$ cat src/rtl/fpu_fp32_div_seq_pkg.sv
// Shared FPU definitions for the sequential FP32 divider.
// Constants, FSM state encoding and operand classes.
package fpu_fp32_div_seq_pkg;

  localparam logic [31:0] FP32_QNAN     = 32'h7FC00000;
  localparam logic [31:0] FP32_PINF     = 32'h7F800000;
  localparam int          FP32_EXP_BIAS = 127;

  localparam logic [4:0]  QBITS   = 5'd25;
  localparam int          LATENCY = 27;

  typedef enum logic [1:0] {
    S_IDLE,
    S_ITER,
    S_NORM
  } div_state_t;

  typedef enum logic [1:0] {
    C_ZERO,
    C_NORM,
    C_INF,
    C_NAN
  } fp_class_t;

  function automatic fp_class_t fp_class(
    input logic [7:0]  e,
    input logic [22:0] f
  );
    fp_class_t c;
    if (e == 8'd0)
      c = C_ZERO;
    else if (e != 8'hFF)
      c = C_NORM;
    else if (f == 23'd0)
      c = C_INF;
    else
      c = C_NAN;
    return c;
  endfunction

endpackage

$ cat src/rtl/fpu_fp32_div_classify.sv
// Operand classification and special-case result for the divider.
// Special result and hit flag are latched when an operation is accepted.
module fpu_fp32_div_classify
  import fpu_fp32_div_seq_pkg::*;
(
  input  logic        clk,
  input  logic        reset,
  input  logic        cap,
  input  logic [31:0] srca,
  input  logic [31:0] srcb,
  output logic        spec_hit,
  output logic [31:0] spec_res
);

  fp_class_t   ca;
  fp_class_t   cb;
  logic        sgn;
  logic        hit_c;
  logic [31:0] res_c;

  assign ca  = fp_class(srca[30:23], srca[22:0]);
  assign cb  = fp_class(srcb[30:23], srcb[22:0]);
  assign sgn = srca[31] ^ srcb[31];

  // Special-case selection, NaN outranks inf outranks zero
  always_comb begin
    hit_c = 1'b1;
    res_c = 32'd0;
    if (ca == C_NAN || cb == C_NAN ||
        (ca == C_ZERO && cb == C_ZERO) ||
        (ca == C_INF && cb == C_INF))
      res_c = FP32_QNAN;
    else if (ca == C_INF || cb == C_ZERO)
      res_c = FP32_PINF | {sgn, 31'd0};
    else if (ca == C_ZERO || cb == C_INF)
      res_c = {sgn, 31'd0};
    else
      hit_c = 1'b0;
  end

  // Latch the special outcome alongside the operands
  always_ff @(posedge clk) begin
    if (reset) begin
      spec_hit <= 1'b0;
      spec_res <= 32'd0;
    end else if (cap) begin
      spec_hit <= hit_c;
      spec_res <= res_c;
    end
  end

endmodule

$ cat src/rtl/fpu_fp32_div_seq.sv
// Iterative FP32 divider, one restoring quotient bit per clock.
// Fixed latency regardless of operand class.
module fpu_fp32_div_seq
  import fpu_fp32_div_seq_pkg::*;
(
  input  logic        clk,
  input  logic        reset,
  input  logic        i_start,
  input  logic [31:0] i_srca,
  input  logic [31:0] i_srcb,
  output logic        o_busy,
  output logic        o_valid,
  output logic [31:0] o_dst
);

  div_state_t  state;
  div_state_t  nstate;
  logic [4:0]  count;
  logic [25:0] r;
  logic [25:0] d;
  logic [24:0] q;
  logic [7:0]  ea;
  logic [7:0]  eb;
  logic        sgn;
  logic        accept;
  logic        ge;
  logic [25:0] rsel;
  logic [25:0] rnext;
  logic [9:0]  e;
  logic [22:0] mant;
  logic        ovf;
  logic        unf;
  logic [31:0] res_norm;
  logic [31:0] result;
  logic        spec_hit;
  logic [31:0] spec_res;

  assign o_busy = (state != S_IDLE) | o_valid;
  assign accept = i_start & ~o_busy;

  fpu_fp32_div_classify u_cls (
    .clk      (clk),
    .reset    (reset),
    .cap      (accept),
    .srca     (i_srca),
    .srcb     (i_srcb),
    .spec_hit (spec_hit),
    .spec_res (spec_res)
  );

  assign ge    = (r >= d);
  assign rsel  = ge ? (r - d) : r;
  assign rnext = {rsel[24:0], 1'b0};

  assign e = 10'(ea) - 10'(eb)
           + 10'(FP32_EXP_BIAS - 1)
           + 10'(q[24]);
  assign mant = q[24] ? q[23:1] : q[22:0];
  assign ovf  = ~e[9] & (e[8:0] >= 9'd255);
  assign unf  = e[9] | (e == 10'd0);

  // Normalised result with overflow to inf and flush to zero
  always_comb begin
    res_norm = {sgn, e[7:0], mant};
    if (ovf)
      res_norm = FP32_PINF | {sgn, 31'd0};
    else if (unf)
      res_norm = {sgn, 31'd0};
    result = spec_hit ? spec_res : res_norm;
  end

  // State register
  always_ff @(posedge clk) begin
    if (reset)
      state <= S_IDLE;
    else
      state <= nstate;
  end

  // Next-state logic
  always_comb begin
    nstate = state;
    unique case (state)
      S_IDLE: if (accept) nstate = S_ITER;
      S_ITER: if (count == 5'd1) nstate = S_NORM;
      S_NORM: nstate = S_IDLE;
      default: nstate = S_IDLE;
    endcase
  end

  // Operand capture, quotient iteration and result load
  always_ff @(posedge clk) begin
    if (reset) begin
      count   <= 5'd0;
      r       <= 26'd0;
      d       <= 26'd0;
      q       <= 25'd0;
      ea      <= 8'd0;
      eb      <= 8'd0;
      sgn     <= 1'b0;
      o_valid <= 1'b0;
      o_dst   <= 32'd0;
    end else begin
      o_valid <= 1'b0;
      unique case (state)
        S_IDLE: begin
          if (accept) begin
            r     <= {2'b01, i_srca[22:0]};
            d     <= {2'b01, i_srcb[22:0]};
            q     <= 25'd0;
            count <= QBITS;
            ea    <= i_srca[30:23];
            eb    <= i_srcb[30:23];
            sgn   <= i_srca[31] ^ i_srcb[31];
          end
        end
        S_ITER: begin
          q     <= {q[23:0], ge};
          r     <= rnext;
          count <= count - 5'd1;
        end
        S_NORM: begin
          o_dst   <= result;
          o_valid <= 1'b1;
        end
        default: ;
      endcase
    end
  end

endmodule

$ cat config.mk
export PLATFORM = sky130hd
export DESIGN_NAME = fpu_fp32_div_seq
export DESIGN_NICKNAME = d
export VERILOG_FILES = /design/src/rtl/fpu_fp32_div_seq_pkg.sv /design/src/rtl/fpu_fp32_div_classify.sv /design/src/rtl/fpu_fp32_div_seq.sv
export SDC_FILE = /design/constraint.sdc
export NUM_CORES = 1
export LEC_CHECK = 0
export CAP_MARGIN = 20
export CORE_MARGIN = 5
export CORE_UTILIZATION = 51
export CTS_BUF_LIST = sky130_fd_sc_hd__clkbuf_16
export CTS_CLUSTER_SIZE = 24
export DETAILED_ROUTE_END_ITERATION = 8
export MAX_ROUTING_LAYER = met4
export PLACE_DENSITY = 0.74
export SLEW_MARGIN = 10
export SYNTH_ARGS = -nofsm -noshare
export SYNTH_HDL_FRONTEND = slang
export SYNTH_SLANG_ARGS = --single-unit
$ cat constraint.sdc
create_clock -name clk -period 3.1 [get_ports clk]
set_clock_uncertainty 0.15 [all_clocks]
set_input_delay 0.31 -clock clk [delete_from_list [all_inputs] [get_ports clk]]
set_output_delay 0.31 -clock clk [all_outputs]
set_load 0.1 [all_outputs]
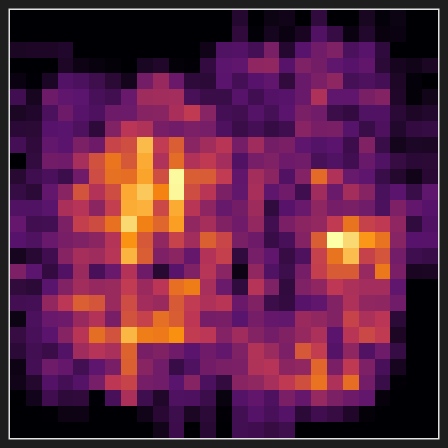
Figure 1: signal metal coverage by tile.
The die is cut into 27 by 27 equal tiles; black is low, pale yellow is high, scaled to the fullest tile. Values are wire area over tile area, all layers added.
14% of the tiles are over half the peak. The emptiest ninth of the die: upper left. The mean over all tiles is 0.21. 16% of the tiles are nearly empty. The fullest tile reaches 0.76.
detailed-route via count: 7919
global router's overall resource usage: 0.249
wire per inst: 17.1 µm

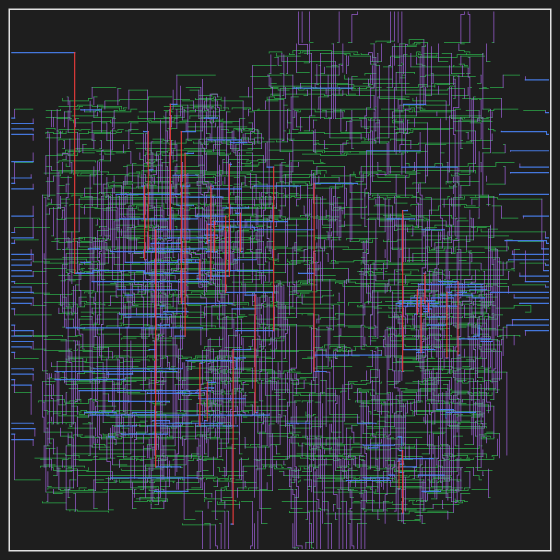
Figure 2: signal wires by layer.
met3: marked blue, wire length 1460 µm. met1: marked green, wire length 9940 µm. met2: marked purple, wire length 10800 µm. met4: marked red, wire length 690 µm.
sum of routed wire length over all layers: 22900 µm

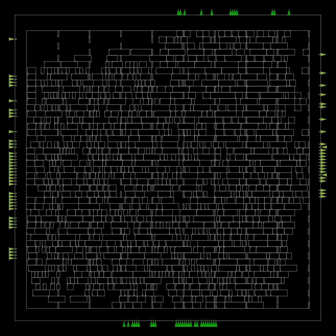
Figure 3: cell outlines without signal wires.
sequential cell count of the final layout: 136
fillcell total: 1245
row cnt: 45
number of cells in the finished layout apart from fillers: 1342

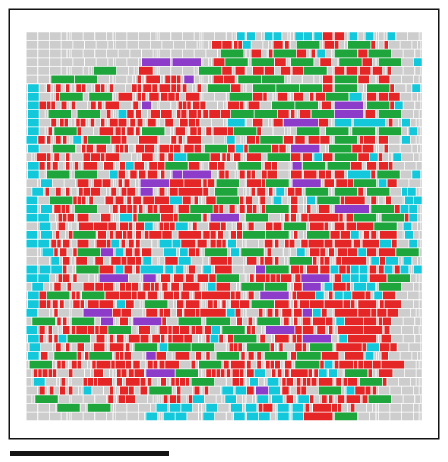
Figure 4: cells coloured by class.
Bar = 50 µm. Fill, decap, tap and diode cells in grey.
clock drivers and dummy loads: marked purple, cells 32. flip-flops: marked green, cells 136. all other logic: marked red, cells 790. other buffers and delay cells: marked cyan, cells 173.
share of the final layout cell area in sequential cells: 0.261
floorplan core area: 15300 µm²

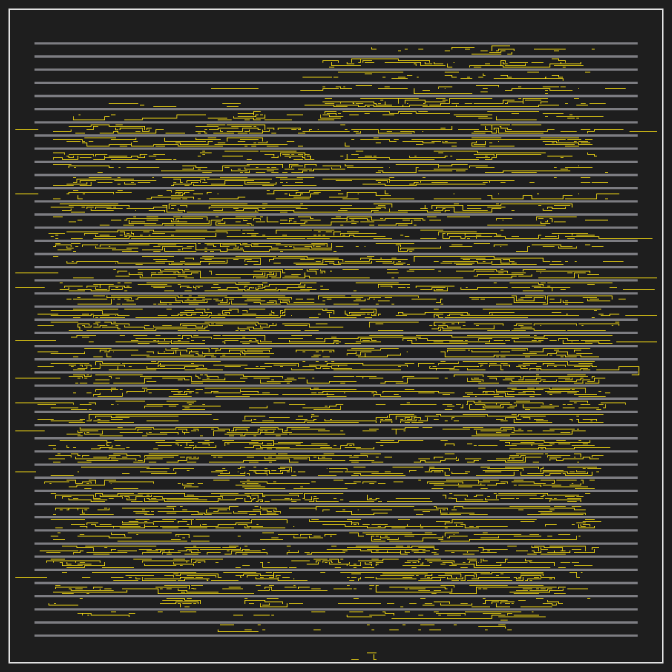
Figure 5: the metal 1 layer.
Supply wires on this layer in grey.
The wires run mostly horizontal. The layer holds 43% of the routed length. The layer carries 9940 µm of wire.
met1 Usage GRT: 0.307

==> results.py <==
# Synthesis and PnR figures
metrics = {
    "status": {
        "status": "complete, but fails checks",
        "failed_checks": "negative setup slack",
    },
    "logic_synthesis": {
        "synthFlopType": "sky130_fd_sc_hd__dfxtp_1",
        "syn_std_cell_area_um2": 7940,
        "ys_top_logic_family": "AND-OR/OR-AND gates",
        "synth.cellmix.adderShare": 0.0631,
        "post_synth_inst_count": 983,
        "xor_share": 0.0325,
        "number_of_enable_type_register_cells_in_the_synthesized_netlist": 0,
        "synth_simple_gate_area_share": 0.209,
        "synth_compound_gate_area_share": 0.257,
        "synth_area_leader_cell": "sky130_fd_sc_hd__dfxtp_1",
        "top_area_cell_types": "sky130_fd_sc_hd__dfxtp_1 34%, sky130_fd_sc_hd__nand2_1 8.4%, sky130_fd_sc_hd__ha_1 5.7%",
    },
    "sta": {
        "finalHoldWorstSlack_ns": 0.205,
        "tightestPinTransition_ns": 1.08,
        "rsz0062_at_grt": "true",
        "slew_violations": 0,
        "setup_viol": 47,
        "timing.final.ws_setup_ns": -0.137,
        "final_hold_fails": 0,
    },
    "drt": {
        "vias_per_cell": 5.90,
        "drt-pass1-iter-count": 5,
        "final_antenna_net_count": 0,
        "drc": 0,
    },
    "worst_setup_path": {
        "r2r-start": "ea[0]",
        "r2r.worst_path.cells": 13,
        "setup.worst_path.class": "reg -> reg",
        "worst_setup_path_startpoint": "ea[0]",
        "r2r-end": "o_dst[23]",
        "timing.critical_path.arrival_ns": 3.44,
        "timing.reg2reg.setup_slack_ns": -0.14,
    },
    "power": {
        "total_power_consumption_of_the_routed_design_uw": 7560,
        "p_per_area_nw_per_um2": 723,
        "power.net_switching_uw": 2960,
        "cellInternalPower_uw": 4610,
    },
    "finish": {
        "final_common_cell": "sky130_fd_sc_hd__nand2_1",
        "final_design_area_no_fill_um2": 10500,
        "ff_latch_area_um2": 2730,
        "antennaDiodeCount": 0,
        "nMultiInputCombCells": 738,
        "fin_nets": 1223,
        "top_cells_excl_fill_tap": "174 x sky130_fd_sc_hd__nand2_1, 133 x sky130_fd_sc_hd__dfxtp_1, 91 x sky130_fd_sc_hd__buf_4",
    },
    "grt": {
        "grt_pass1_wl_um": 36000,
        "vias_in_the_first_global_route": 7418,
    },
    "cts": {
        "setup_bufs_post_cts": 12,
        "clkTransAtPathRegs_ns": 0.06,
        "cts_htree_levels": 4,
    },
    "floorplanning": {
        "die_w_um": 135,
        "floorplan.core_util": 0.520,
        "tap_cells": 211,
    },
    "hold_path": {
        "timing.hold.worst.start": "reset",
    },
    "job": {
        "cap_violations": 0,
        "log.warning_count": 30,
    },
    "place": {
        "place.detailed.instances": 1286,
    },
}
==> flip-flops by register name, summed over array words and instances, names as in the netlist <==
| signal | flops |
|---|---|
| count | 5 |
| u_cls.spec_res | 3 |
| d | 24 |
| u_cls.spec_hit | 1 |
| q | 25 |
| sgn | 1 |
| o_valid | 1 |
| eb | 8 |
| o_dst | 32 |
| ea | 8 |
| r | 26 |
| state | 2 |
==> cell families after synthesis <==
group	after synthesis
AND-OR/OR-AND	288
adder cells (fa/ha/maj)	39
multiplexers	29
buffers and inverters	110
flip-flops	136
AND/OR/NAND/NOR	354
XOR/XNOR	27
==> how the worst min path moves through the flow <==
stage                 to  slack (ns)  cells after the start
2_1_floorplan      d[23]        0.29                      2
3_3_place_gp   o_dst[16]        0.29                      2
3_5_place_dp   o_dst[21]        0.29                      2
4_1_cts         state[0]        0.15                      2
5_1_grt         state[0]        0.21                      2
6_report        state[0]        0.21                      2
==> critical path, stage by stage (launching register included) <==
cell and delay [ns]:
sky130_fd_sc_hd__dfxtp_2 0.32, sky130_fd_sc_hd__inv_2 0.06, sky130_fd_sc_hd__ha_4 0.13, sky130_fd_sc_hd__inv_2 0.04, sky130_fd_sc_hd__fa_2 0.41, sky130_fd_sc_hd__a211oi_4 0.29, sky130_fd_sc_hd__nor2_2 0.09, sky130_fd_sc_hd__xor2_2 0.30
sky130_fd_sc_hd__nor3_4 0.07, sky130_fd_sc_hd__or4_4 0.58, sky130_fd_sc_hd__a311oi_2 0.37, sky130_fd_sc_hd__a21oi_2 0.10, sky130_fd_sc_hd__buf_4 0.20, sky130_fd_sc_hd__o221ai_2 0.04
==> layer usage <==
metal	GRT usage	vias to the layer above	routed length [µm]
li1	-	3857	-
met1	0.307	3675	9940
met2	0.404	319	10800
met3	0.0443	68	1460
met4	0.106	0	690
met5	-	-	0
Power figures rest on the tool's default switching activity, not on a simulated workload.
